==> images/sizing.png <==
Bar = 20 µm.
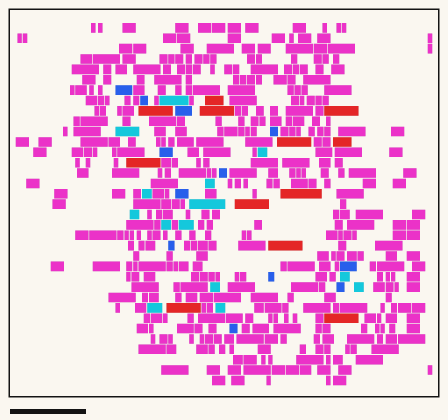
==> images/gates.png <==
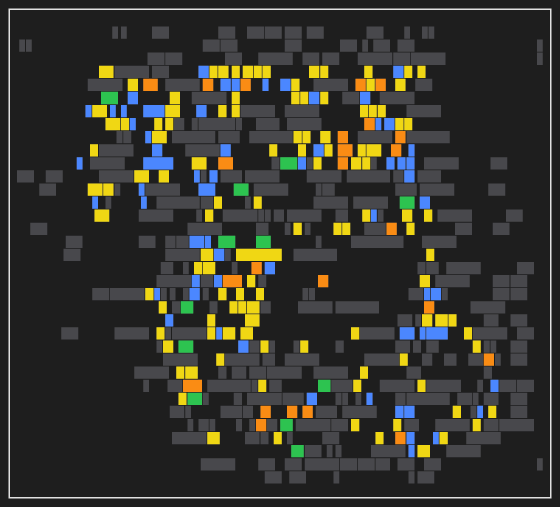
==> images/clock_nets.png <==
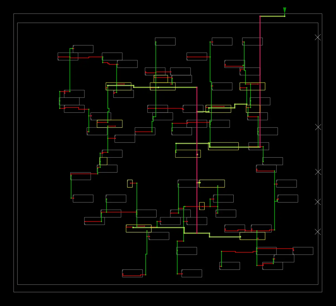
--- src/rtl/easyaxi_pkg.sv ---
// Shared types and AXI response codes for the EasyAXI master scheduler.
package easyaxi_pkg;

  typedef enum logic [2:0] {
    ST_IDLE     = 3'd0,
    ST_WR_ISSUE = 3'd1,
    ST_WR_DRAIN = 3'd2,
    ST_RD_ISSUE = 3'd3,
    ST_RD_DRAIN = 3'd4,
    ST_DONE     = 3'd5,
    ST_ABORT    = 3'd6
  } state_e;

  localparam logic [1:0] RESP_OKAY   = 2'b00;
  localparam logic [1:0] RESP_EXOKAY = 2'b01;
  localparam logic [1:0] RESP_SLVERR = 2'b10;
  localparam logic [1:0] RESP_DECERR = 2'b11;

  localparam int unsigned ERR_CNT_W = 16;

endpackage

--- src/rtl/easyaxi_ost_cnt.sv ---
// Outstanding-transaction up/down counter; a decrement while empty is dropped and flagged.
module easyaxi_ost_cnt
  import easyaxi_pkg::*;
#(
  parameter int unsigned DEPTH = 4,
  localparam int unsigned CW   = $clog2(DEPTH + 1)
) (
  input  logic          clk,
  input  logic          rst,
  input  logic          inc_i,
  input  logic          dec_i,
  output logic [CW-1:0] cnt_o,
  output logic          empty_o,
  output logic          full_nxt_c,
  output logic          underflow_c
);

  logic [CW-1:0] cnt_q, cnt_d;
  logic          empty_q;
  logic          dec_ok;

  assign underflow_c = dec_i & (cnt_q == '0);
  assign dec_ok      = dec_i & ~underflow_c;

  always_comb begin
    cnt_d = cnt_q;
    case ({inc_i, dec_ok})
      2'b10:   cnt_d = cnt_q + CW'(1);
      2'b01:   cnt_d = cnt_q - CW'(1);
      default: cnt_d = cnt_q;
    endcase
  end

  assign full_nxt_c = (cnt_d == CW'(DEPTH));

  always_ff @(posedge clk) begin
    if (rst) begin
      cnt_q   <= '0;
      empty_q <= 1'b1;
    end else begin
      cnt_q   <= cnt_d;
      empty_q <= (cnt_d == '0);
    end
  end

  assign cnt_o   = cnt_q;
  assign empty_o = empty_q;

endmodule

--- src/rtl/easyaxi_mst_sched.sv ---
// EasyAXI master transaction scheduler: write phase, drain, read phase to the same
// addresses, with an outstanding cap and completion error accounting.
module easyaxi_mst_sched
  import easyaxi_pkg::*;
#(
  parameter int unsigned           ADDR_WIDTH = 32,
  parameter int unsigned           ID_WIDTH   = 4,
  parameter int unsigned           TXN_NUM    = 16,
  parameter int unsigned           OST_DEPTH  = 4,
  parameter logic [ADDR_WIDTH-1:0] ADDR_BASE  = '0,
  parameter logic [ADDR_WIDTH-1:0] ADDR_STEP  = ADDR_WIDTH'(32'h40),
  parameter int unsigned           BURST_LEN  = 3
) (
  input  logic                  clk,
  input  logic                  rst,
  input  logic                  enable,
  output logic                  req_valid,
  input  logic                  req_ready,
  output logic                  req_write,
  output logic [ADDR_WIDTH-1:0] req_addr,
  output logic [7:0]            req_len,
  output logic [ID_WIDTH-1:0]   req_id,
  input  logic                  cpl_valid,
  input  logic                  cpl_write,
  input  logic [1:0]            cpl_resp,
  output logic                  busy,
  output logic                  done,
  output logic                  err,
  output logic [ERR_CNT_W-1:0]  err_cnt
);

  localparam int unsigned IW = $clog2(TXN_NUM + 1);
  localparam int unsigned OW = $clog2(OST_DEPTH + 1);

  state_e                state_q;
  logic                  enable_q;
  logic [IW-1:0]         issue_cnt_q;
  logic                  req_valid_q, req_write_q, busy_q, done_q, err_q;
  logic [ADDR_WIDTH-1:0] req_addr_q;
  logic [7:0]            req_len_q;
  logic [ERR_CNT_W-1:0]  err_cnt_q;

  logic          hs, hold, last, start;
  logic [OW-1:0] ost_cnt;
  logic          ost_empty, ost_full_nxt, ost_unf;
  logic          phase_wr, phase_rd, resp_err, type_err;
  logic [1:0]    err_inc;
  logic [ERR_CNT_W:0] err_sum;

  assign hs    = req_valid_q & req_ready;
  assign hold  = req_valid_q & ~req_ready;
  assign last  = (issue_cnt_q == IW'(TXN_NUM - 1));
  assign start = (state_q == ST_IDLE) & enable & ~enable_q;

  easyaxi_ost_cnt #(.DEPTH(OST_DEPTH)) u_ost (
    .clk         (clk),
    .rst         (rst),
    .inc_i       (hs),
    .dec_i       (cpl_valid),
    .cnt_o       (ost_cnt),
    .empty_o     (ost_empty),
    .full_nxt_c  (ost_full_nxt),
    .underflow_c (ost_unf)
  );

  // Sequencer; the running address register replaces a base+index*stride multiplier.
  always_ff @(posedge clk) begin
    if (rst) begin
      state_q     <= ST_IDLE;
      enable_q    <= 1'b0;
      issue_cnt_q <= '0;
      req_valid_q <= 1'b0;
      req_write_q <= 1'b0;
      req_addr_q  <= '0;
      req_len_q   <= '0;
      busy_q      <= 1'b0;
      done_q      <= 1'b0;
    end else begin
      enable_q <= enable;
      case (state_q)
        ST_IDLE: if (start) begin
          state_q     <= ST_WR_ISSUE;
          issue_cnt_q <= '0;
          req_addr_q  <= ADDR_BASE;
          req_write_q <= 1'b1;
          req_len_q   <= 8'(BURST_LEN);
          req_valid_q <= 1'b1;
          busy_q      <= 1'b1;
        end
        ST_WR_ISSUE, ST_RD_ISSUE: begin
          if (hs) begin
            issue_cnt_q <= issue_cnt_q + IW'(1);
            req_addr_q  <= req_addr_q + ADDR_STEP;
          end
          if (!enable && !hold) begin
            state_q     <= ST_ABORT;
            req_valid_q <= 1'b0;
          end else if (hs && last) begin
            state_q     <= (state_q == ST_WR_ISSUE) ? ST_WR_DRAIN : ST_RD_DRAIN;
            req_valid_q <= 1'b0;
          end else begin
            req_valid_q <= hold | ~ost_full_nxt;
          end
        end
        ST_WR_DRAIN: if (ost_empty) begin
          state_q     <= ST_RD_ISSUE;
          issue_cnt_q <= '0;
          req_addr_q  <= ADDR_BASE;
          req_write_q <= 1'b0;
          req_valid_q <= 1'b1;
        end
        ST_RD_DRAIN: if (ost_empty) begin
          state_q <= ST_DONE;
          busy_q  <= 1'b0;
          done_q  <= 1'b1;
        end
        ST_DONE: if (!enable) begin
          state_q <= ST_IDLE;
          done_q  <= 1'b0;
        end
        ST_ABORT: if (ost_cnt == '0) begin
          state_q <= ST_IDLE;
          busy_q  <= 1'b0;
        end
        default: state_q <= ST_IDLE;
      endcase
    end
  end

  // A stray completion counts once and is otherwise ignored.
  assign phase_wr = (state_q == ST_WR_ISSUE) | (state_q == ST_WR_DRAIN);
  assign phase_rd = (state_q == ST_RD_ISSUE) | (state_q == ST_RD_DRAIN);
  assign resp_err = cpl_valid & (cpl_resp inside {RESP_EXOKAY, RESP_SLVERR, RESP_DECERR});
  assign type_err = cpl_valid & ((phase_wr & ~cpl_write) | (phase_rd & cpl_write));
  assign err_inc  = ost_unf ? 2'd1 : (2'(resp_err) + 2'(type_err));
  assign err_sum  = {1'b0, err_cnt_q} + (ERR_CNT_W + 1)'(err_inc);

  always_ff @(posedge clk) begin
    if (rst) begin
      err_q     <= 1'b0;
      err_cnt_q <= '0;
    end else if (start) begin
      err_q     <= 1'b0;
      err_cnt_q <= '0;
    end else if (err_inc != 2'd0) begin
      err_q     <= 1'b1;
      err_cnt_q <= err_sum[ERR_CNT_W] ? '1 : err_sum[ERR_CNT_W-1:0];
    end
  end

  assign req_valid = req_valid_q;
  assign req_write = req_write_q;
  assign req_addr  = req_addr_q;
  assign req_len   = req_len_q;
  assign req_id    = ID_WIDTH'(issue_cnt_q);
  assign busy      = busy_q;
  assign done      = done_q;
  assign err       = err_q;
  assign err_cnt   = err_cnt_q;

endmodule

--- config.mk ---
export PLATFORM = sky130hd
export DESIGN_NAME = easyaxi_mst_sched
export DESIGN_NICKNAME = d
export VERILOG_FILES = /design/src/rtl/easyaxi_pkg.sv /design/src/rtl/easyaxi_ost_cnt.sv /design/src/rtl/easyaxi_mst_sched.sv
export SDC_FILE = /design/constraint.sdc
export NUM_CORES = 1
export LEC_CHECK = 0
export CAP_MARGIN = 20
export CORE_ASPECT_RATIO = 0.9
export CORE_UTILIZATION = 31
export DETAILED_ROUTE_END_ITERATION = 10
export PLACE_DENSITY = 0.64
export SYNTH_ARGS = -nofsm -noshare
export SYNTH_HDL_FRONTEND = slang
export SYNTH_HIERARCHICAL = 1
export SYNTH_SLANG_ARGS = --single-unit
--- constraint.sdc ---
create_clock -name clk -period 3.8 [get_ports clk]
set_input_delay 0.57 -clock clk [delete_from_list [all_inputs] [get_ports clk]]
set_output_delay 0.57 -clock clk [all_outputs]
set_load 0.01 [all_outputs]
==> results_slide.txt <==
Synthesis and Place & Route Summary

Clock network
  – Htree depth: 3
  – PostCTS Resize Cnt: 0

Yosys
  – Yosys xor share: around 3.4%
  – Top-area cell share: 35.99%
  – Most common cell in the netlist: dfxtp_1
  – Synth Cell Area: about 3400 µm²
  – Post-synth EDFFs: 0
  – Number of cells in Yosys stat: 415
  – Cell type with the largest total area: dfxtp_1
  – Synth top cells by count: dfxtp_1, a21oi_1, nor2_1

Placement
  – Placed insts: 585
  – Placer Congestion: 0.7869

Setup path
  – Worst EP required: approximately 4.1 ns
  – Slowest cell on the critical path: clkdlybuf4s50_1
  – CP peak stage delay: 0.45 ns
  – WP data arrival: 3.50 ns
  – Critical Path Start: cpl_write
  – Kind of end point of the critical path: register
  – Critical path startpoint category: primary input

Timing
  – Setup ws final: 0.5518 ns
  – Peak Freq: 307.9 MHz
  – Fin crit share: between 80% and 90%
  – Finish-stage setup viols: 0
  – Final Hold Slack: 0.4466 ns
  – Min cycle time layout: between 3 and 4 ns
  – Final setup TNS: 0 ns
  – Slew @ Worst Pin: roughly 1.0 ns

Power and ir drop
  – Cell Pwr Density: 547.9 nW/µm²
  – LEAKAGE: 0.001562 µW

Floorplanning
  – Die width: 112.3 µm
  – Tap cells: between 100 and 150

Route
  – Highest metal used: met4
  – Total length of routed met2 wires: 3757 µm
  – Met3 wire length: 412 µm
  – Mean routed wirelength per cell: 13.53 µm
  – DRC viols: 5

Layout
  – Combinational share of cell area: around 44%
  – Share of layout cells above drive strength 1: 8.068%
  – Diode count: 0
  – Flops: 61
  – Inverters: 18

Global route
  – Grt ovf: 0
  – GR Layer Usage met3: 4.189%
  – Gr usage total: 14.29%

Status
  – Failing checks: DRC
  – Status: finished with violations

Job
  – Max_cap viols: 0
About sizing.png:
- cyan: x3 and x4 (cells 14)
- red: x6 and larger (cells 12)
- blue: x2 (cells 12)
- magenta: x1 and smaller (cells 433)

About gates.png:
- blue: nand cells (cells 62; most used nand2_1)
- green: non-inverting ao/oa cells (cells 12; most used a22o_1)
- yellow: aoi and oai cells (cells 112; most used a21oi_1)
- orange: and/or cells (cells 24; most used and3_1)

About clock_nets.png:
Clock Skews: 0.008086 ns
CLK BUF: 11

==> where the power goes <==
part           switching, µW  leakage [µW]  internal [µW]  total [µW]
combinational            433      0.000920            332         765
sequential              79.5      0.000495            708         787
clock                    281      0.000147            536         817
==> layout by cell type (no fill, tap or decap), drive strengths merged, types with 8 or more instances in the layout <==
cell | Yosys | final
conb | 1 | 12
clkbuf | 5 | 11
a311oi | 9 | 9
nand4 | 16 | 16
o21ai | 38 | 38
inv | 18 | 18
nor3 | 10 | 10
xnor2 | 9 | 9
nand2 | 23 | 23
and3 | 9 | 9
clkdlybuf4s50 | 0 | 60
dfxtp | 61 | 61
a21oi | 39 | 39
nor2 | 38 | 38
a31oi | 14 | 14
nand3 | 14 | 14
buf | 33 | 8
Power is estimated from default activity; no workload was simulated.
